<file path="src/rtl/control_unit_pkg.sv">
// Shared encodings for the microprogrammed control unit.
// Sequencing select fields and fixed microstore entry points.
package control_unit_pkg;

    typedef enum logic [2:0] {
        NS_ENCODER = 3'd0,
        NS_FETCH   = 3'd1,
        NS_CR      = 3'd2,
        NS_INCR    = 3'd3,
        NS_CCR     = 3'd4,
        NS_CENC    = 3'd5,
        NS_CALL    = 3'd6,
        NS_RET     = 3'd7
    } nsel_e;

    typedef enum logic [1:0] {
        CS_MOC  = 2'd0,
        CS_COND = 2'd1,
        CS_IRQ  = 2'd2,
        CS_ONE  = 2'd3
    } ssel_e;

    localparam int FETCH_STATE = 1;
    localparam int FAULT_STATE = 125;

endpackage

</file>
<file path="src/rtl/next_state_mux.sv">
// Combinational target selector for the microsequencer.
// Picks the next microstore address from the n_sel field.
module next_state_mux
    import control_unit_pkg::*;
#(
    parameter int STATE_W    = 10,
    parameter int FETCH_ADDR = 1
) (
    input  logic [2:0]         n_sel_i,
    input  logic               cond_i,
    input  logic [STATE_W-1:0] cr_i,
    input  logic [STATE_W-1:0] encoder_i,
    input  logic [STATE_W-1:0] incr_i,
    input  logic [STATE_W-1:0] ret_i,
    output logic [STATE_W-1:0] target_o
);

    localparam logic [STATE_W-1:0] FETCH_A = STATE_W'(FETCH_ADDR);

    nsel_e sel;
    assign sel = nsel_e'(n_sel_i);

    always_comb begin
        target_o = incr_i;
        unique case (sel)
            NS_ENCODER: target_o = encoder_i;
            NS_FETCH:   target_o = FETCH_A;
            NS_CR:      target_o = cr_i;
            NS_INCR:    target_o = incr_i;
            NS_CCR:     target_o = cond_i ? cr_i : incr_i;
            NS_CENC:    target_o = cond_i ? encoder_i : incr_i;
            NS_CALL:    target_o = cr_i;
            NS_RET:     target_o = ret_i;
            default:    target_o = incr_i;
        endcase
    end

endmodule

</file>
<file path="src/rtl/microsequencer.sv">
// Next-address generator for the microstore, with a one-deep
// return register and a watchdog on MOC wait loops.
module microsequencer #(
    parameter int STATE_W     = 10,
    parameter int NUM_STATES  = 126,
    parameter int FETCH_STATE = control_unit_pkg::FETCH_STATE,
    parameter int FAULT_STATE = control_unit_pkg::FAULT_STATE,
    parameter int MOC_TIMEOUT = 15
) (
    input  logic               clk,
    input  logic               reset,
    input  logic [STATE_W-1:0] current_state,
    input  logic [2:0]         n_sel,
    input  logic               inv,
    input  logic [1:0]         s_sel,
    input  logic [STATE_W-1:0] cr,
    input  logic [STATE_W-1:0] encoder_state,
    input  logic               moc,
    input  logic               cond,
    input  logic               irq,
    input  logic               hold,
    output logic [STATE_W-1:0] next_state,
    output logic               mem_fault,
    output logic               seq_fault
);

    import control_unit_pkg::*;

    localparam int WCW = $clog2(MOC_TIMEOUT + 1);
    localparam logic [STATE_W-1:0] FAULT_A = STATE_W'(FAULT_STATE);
    localparam logic [STATE_W-1:0] LIMIT_A = STATE_W'(NUM_STATES);
    localparam logic [WCW-1:0]     WLAST   = WCW'(MOC_TIMEOUT - 1);

    logic [STATE_W-1:0] next_q, next_d;
    logic [STATE_W-1:0] incr_q, incr_d;
    logic [STATE_W-1:0] ret_q, ret_d;
    logic               ret_valid_q, ret_valid_d;
    logic [WCW-1:0]     wait_q, wait_d;
    logic               mem_fault_q, mem_fault_d;
    logic               seq_fault_q, seq_fault_d;

    logic               cond_raw;
    logic               c;
    logic [STATE_W-1:0] target;
    logic               moc_loop;
    logic               timeout;
    logic               bad_seq;
    nsel_e              nsel;

    assign nsel = nsel_e'(n_sel);

    always_comb begin
        cond_raw = 1'b1;
        unique case (ssel_e'(s_sel))
            CS_MOC:  cond_raw = moc;
            CS_COND: cond_raw = cond;
            CS_IRQ:  cond_raw = irq;
            CS_ONE:  cond_raw = 1'b1;
            default: cond_raw = 1'b1;
        endcase
    end

    assign c = cond_raw ^ inv;

    next_state_mux #(
        .STATE_W   (STATE_W),
        .FETCH_ADDR(FETCH_STATE)
    ) u_mux (
        .n_sel_i  (n_sel),
        .cond_i   (c),
        .cr_i     (cr),
        .encoder_i(encoder_state),
        .incr_i   (incr_q),
        .ret_i    (ret_q),
        .target_o (target)
    );

    // A self-loop under an MOC test is a bus wait in progress.
    assign moc_loop = (ssel_e'(s_sel) == CS_MOC) &&
                      (target == current_state);
    assign timeout  = moc_loop && (wait_q == WLAST);
    assign bad_seq  = (target >= LIMIT_A) ||
                      ((nsel == NS_RET) && !ret_valid_q);

    always_comb begin
        next_d      = target;
        incr_d      = current_state + 1'b1;
        ret_d       = ret_q;
        ret_valid_d = ret_valid_q;
        wait_d      = moc_loop ? wait_q + 1'b1 : '0;
        mem_fault_d = 1'b0;
        seq_fault_d = 1'b0;
        if (hold) begin
            next_d = next_q;
            incr_d = incr_q;
            wait_d = wait_q;
        end else if (timeout) begin
            next_d      = FAULT_A;
            wait_d      = '0;
            mem_fault_d = 1'b1;
        end else if (bad_seq) begin
            next_d      = FAULT_A;
            seq_fault_d = 1'b1;
        end else if (nsel == NS_CALL) begin
            ret_d       = incr_q;
            ret_valid_d = 1'b1;
        end else if (nsel == NS_RET) begin
            ret_valid_d = 1'b0;
        end
    end

    always_ff @(posedge clk or negedge reset) begin
        if (!reset) begin
            next_q      <= '0;
            incr_q      <= STATE_W'(1);
            ret_q       <= '0;
            ret_valid_q <= 1'b0;
            wait_q      <= '0;
            mem_fault_q <= 1'b0;
            seq_fault_q <= 1'b0;
        end else begin
            next_q      <= next_d;
            incr_q      <= incr_d;
            ret_q       <= ret_d;
            ret_valid_q <= ret_valid_d;
            wait_q      <= wait_d;
            mem_fault_q <= mem_fault_d;
            seq_fault_q <= seq_fault_d;
        end
    end

    assign next_state = next_q;
    assign mem_fault  = mem_fault_q;
    assign seq_fault  = seq_fault_q;

endmodule

</file>
<file path="config.mk">
export PLATFORM = sky130hd
export DESIGN_NAME = microsequencer
export DESIGN_NICKNAME = d
export VERILOG_FILES = /design/src/rtl/control_unit_pkg.sv /design/src/rtl/next_state_mux.sv /design/src/rtl/microsequencer.sv
export SDC_FILE = /design/constraint.sdc
export NUM_CORES = 1
export LEC_CHECK = 0
export CAP_MARGIN = 20
export CELL_PAD_IN_SITES_DETAIL_PLACEMENT = 0
export CELL_PAD_IN_SITES_GLOBAL_PLACEMENT = 1
export CORE_MARGIN = 2
export CORE_UTILIZATION = 39
export DETAILED_ROUTE_END_ITERATION = 8
export GPL_TIMING_DRIVEN = 0
export PLACE_DENSITY_LB_ADDON = 0.1
export SLEW_MARGIN = 30
export SYNTH_ARGS = -nofsm -noshare
export SYNTH_HDL_FRONTEND = slang
export SYNTH_SLANG_ARGS = --single-unit
</file>
<file path="constraint.sdc">
create_clock -name clk -period 4.1 [get_ports clk]
set_input_delay 0.615 -clock clk [delete_from_list [all_inputs] [get_ports clk]]
set_output_delay 0.615 -clock clk [all_outputs]
set_load 0.02 [all_outputs]
</file>
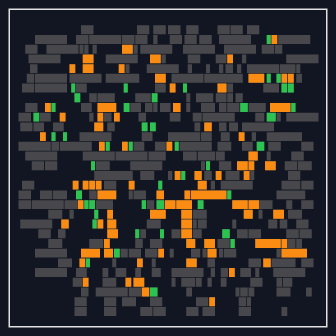
*Gate families picked out*
| family | color | cells | most used |
|---|---|---|---|
| nand cells | green | 44 | nand2_1 |
| aoi and oai cells | orange | 82 | o21ai_0 |

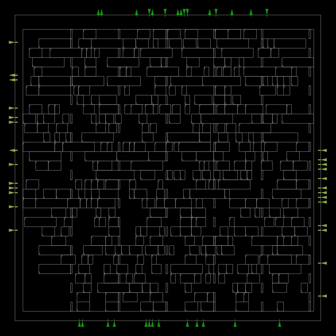
*Cell outlines without signal wires*
fill cell count: 652
num tapcells: 96

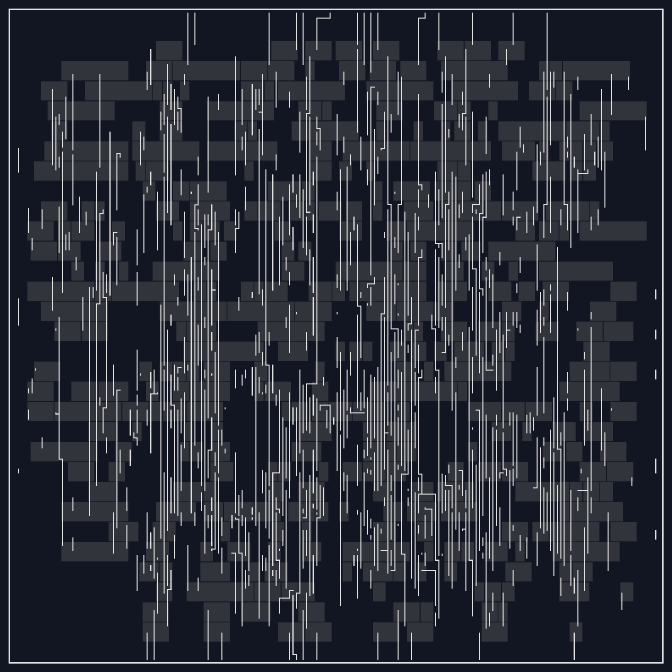
*The metal 2 layer*
main direction: vertical
nets with wire on the layer: 365

==> summary.log <==
qor: placement.placedCellCount 464
qor: layout.nets 423
qor: global_routing.busiest_layer met1
qor: logic_synthesis.share_of_synthesized_registers_carrying_an_async_set_or_reset 100%
qor: floorplan.die_h 88.5 um
qor: timing.finalMaxSlewViolations 0
qor: setup_path.worst-path-stages 11
qor: power_and_ir_drop.netSwitchingFraction 30.6%
qor: timing.post-route-period-util 98.1%
qor: power_and_ir_drop.p_int 0.816 mW
qor: detailed_routing.vias 2746
qor: global_routing.global_route_wire_length_before_repair 13600 um
qor: logic_synthesis.synth-area-yosys 0.00278 mm2
qor: setup_path.reg2regPathDepth 10
qor: clock_network.tritoncts built
qor: timing.setup_viol_count_final 0
qor: detailed_routing.route.detailed.drc 0
qor: logic_synthesis.syn_nets 361
qor: setup_path.startpoint irq
qor: logic_synthesis.yosys_cells 316
qor: layout.syn_to_final_growth 32.8%
qor: power_and_ir_drop.seq_power_share 38.4%
qor: clock_network.tritoncts.num_buffers 5
qor: layout.lay_top_cells 50 x clkdlybuf4s50_1, 36 x dfrtp_1, 26 x nand2_1
qor: setup_path.critical_path.reg2reg.startpoint incr_q[7]$_DFFE_PN0N_
qor: logic_synthesis.flop_cell dfrtp_1
qor: timing.hold_slack 0.262 ns
qor: outcome.outcome finished clean
qor: timing.worst_pin_slew 0.486 ns
qor: layout.regArea 927 um2
qor: power_and_ir_drop.power.leakage 1.49 nW
qor: global_routing.use_met2 34.7%
qor: floorplan.initial_utilization 40.5%
qor: global_routing.global_route.usage.total 23.4%
qor: logic_synthesis.edf_count 0
qor: power_and_ir_drop.irDropWorstVdd 0.000199 V
qor: logic_synthesis.yosys-top-cells-area dfrtp_1 32%, o21ai_0 4.9%, mux2_1 3.6%, nand2_1 3.5%, xor2_1 2.8%
qor: setup_path.regToRegSetupSlack 0.77 ns
qor: global_routing.grt_overflow 0
qor: logic_synthesis.netlist_area 0.00278 mm2
qor: logic_synthesis.synth_adder_area_share 1.35%
qor: power_and_ir_drop.total_switching_power 0.361 mW
qor: floorplan.core_area 0.00687 mm2
qor: setup_path.critical-path-top-delay-family AND-OR/OR-AND gates
qor: setup_path.critPathMaxFanout 10
qor: global_routing.grt_antenna_before_repair 0
qor: layout.fin_cells 475
qor: logic_synthesis.ys_seq_elements 37
qor: floorplan.die-width 88.5 um
qor: clock_network.ctsHtreeMaxLevel 2
qor: setup_path.crit_path_cell_trace clkdlybuf4s50_1, or3b_4, o211ai_2, a21oi_2, a311o_1, or3_1, a221oi_2, nand4_1, o211ai_1, buf_6, mux2_1
qor: logic_synthesis.synth.largest_area_cell dfrtp_1
qor: power_and_ir_drop.seq_group 0.452 mW
qor: detailed_routing.routedWlPerCell 18.5 um
qor: clock_network.clock_sinks 37
qor: placement.numPortBuffers 51
qor: clock_network.cts_buffer_depth 2
qor: clock_network.cts.reportedPaths.clkPinSlew 0.08 ns
qor: layout.antenna_cells_inserted 0
qor: detailed_routing.wire_length_after_detailed_routing 8810 um
qor: logic_synthesis.post_synth_inst_count 316
qor: layout.layout-drive-gt1-share 15.3%
qor: logic_synthesis.ys_sh_aoi 25.7%
qor: detailed_routing.detailroute.wirelength.met3 503 um
qor: global_routing.vias_in_the_first_global_route 2453
qor: flow_run.warning_count 27
qor: power_and_ir_drop.comb_power_share 27.9%
qor: detailed_routing.met2_wirelength 3970 um
qor: flow_run.max_cap_viol_count 0
qor: logic_synthesis.synth.distinct_cells 75
qor: timing.post-route-min-period 4.02 ns
qor: placement.hpwlAfterDp 6620 um
qor: timing.max-slew-margin-rel 67.6%
qor: logic_synthesis.avgSynthCellArea 8.81 um2
qor: setup_path.worst_setup_path_endpoint ret_q[2]$_DFFE_PN0P_
qor: setup_path.worstPathArrival 4.21 ns
qor: timing.timing.final.ws_setup 0.0797 ns
qor: clock_network.root_buffer clkbuf_8
qor: power_and_ir_drop.comb_cell_power 0.328 mW
qor: setup_path.cpPeakStageDelay 0.53 ns
qor: setup_path.worst_r2r_endpoint ret_q[2]$_DFFE_PN0P_
qor: setup_path.critical_path.startpoint_type input port
qor: logic_synthesis.yosys_warnings 0
qor: setup_path.worst_setup_end_kind flip-flop
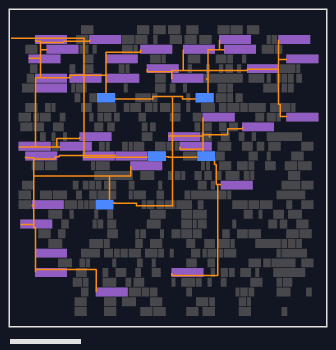
*Clock distribution*
Scale bar: 20 um.
[flip-flops] purple | count: 37
[clock-net drivers] blue | count: 5
[clock wires] orange | length: 593 um
flops lie: all over the die
power in the clock group: 0.397 mW
latest clock arrival within the worst-skew pair: 0.30 ns
part of the power in the clock network: 33.8%
Layout Skew: 0.00571 ns

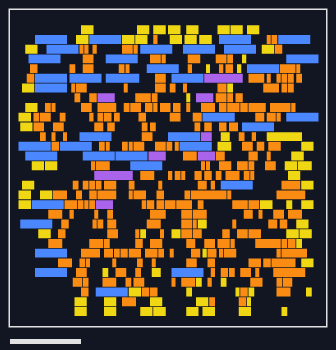
*Cells colored by class*
Scale bar: 20 um.
| class | color | cells |
|---|---|---|
| clock drivers and dummy loads | purple | 8 |
| remaining logic cells | orange | 259 |
| remaining buffers and delay cells | yellow | 75 |
| registers | blue | 37 |
number of rows created at floorplan: 30
sequential portion of the cell area: 25.1%
area of all placed cells without fillers: 0.00370 mm2

timing repair:
| action | in CTS | in global routing |
|---|---|---|
| hold buffers | 0 | 0 |
| resized | 5 | 20 |
| gates cloned | 0 | 0 |
| setup endpoints to repair | 11 | 17 |
| pin swaps | 0 | 4 |
| buffers inserted | 0 | 3 |
through the flow:
| step | power [mW] | area, um2 | utilization [%] |
|---|---|---|---|
| 3_3_place_gp | 0.765 | 3410 | 49.7 |
| 5_1_grt | 1.23 | 3700 | 53.8 |
| 6_report | 1.18 | 3700 | 53.8 |
| 3_5_place_dp | 0.770 | 3440 | 50.0 |
| 4_1_cts | 1.17 | 3580 | 52.1 |
| 2_1_floorplan | 0.631 | 2780 | - |
registers in the layout, summed over array words and instances (netlist names):
register and cells:
incr_q 10, next_state 10, ret_q 10, wait_q 4, mem_fault 1, ret_valid_q 1
seq_fault 1
cell type report:
type / instances / area share [%]
sequential: 37 / 25.1
tap: 96 / 3.25
clock inverter: 3 / 1.86
buffer: 20 / 2.88
clock buffer: 5 / 1.86
timing repair buffer: 55 / 15.0
multi-input combinational: 243 / 48.4
inverter: 16 / 1.62
synthesized netlist by cell type (3+ instances only):
master    instances
o21ai_0          27
mux2_1            9
a32oi_1           7
xnor2_1           4
xor2_1            9
nor2b_1           5
a31oi_1           3
buf_2             6
nand3_1          12
ha_1              3
and3_1            5
nor3b_1           4
o211ai_1          5
mux2i_1           3
mux2_2            6
nor2_1           18
a221o_1           3
and2_1            6
a221oi_1          4
clkbuf_1         11
a21oi_1          10
dfrtp_1          36
nor3_1            6
nand4_1           3
nand2_1          26
inv_1            14
o22ai_1           4
nor4bb_1          3
or3_1             4
nor4_1            3
Power and IR drop assume default switching activity.
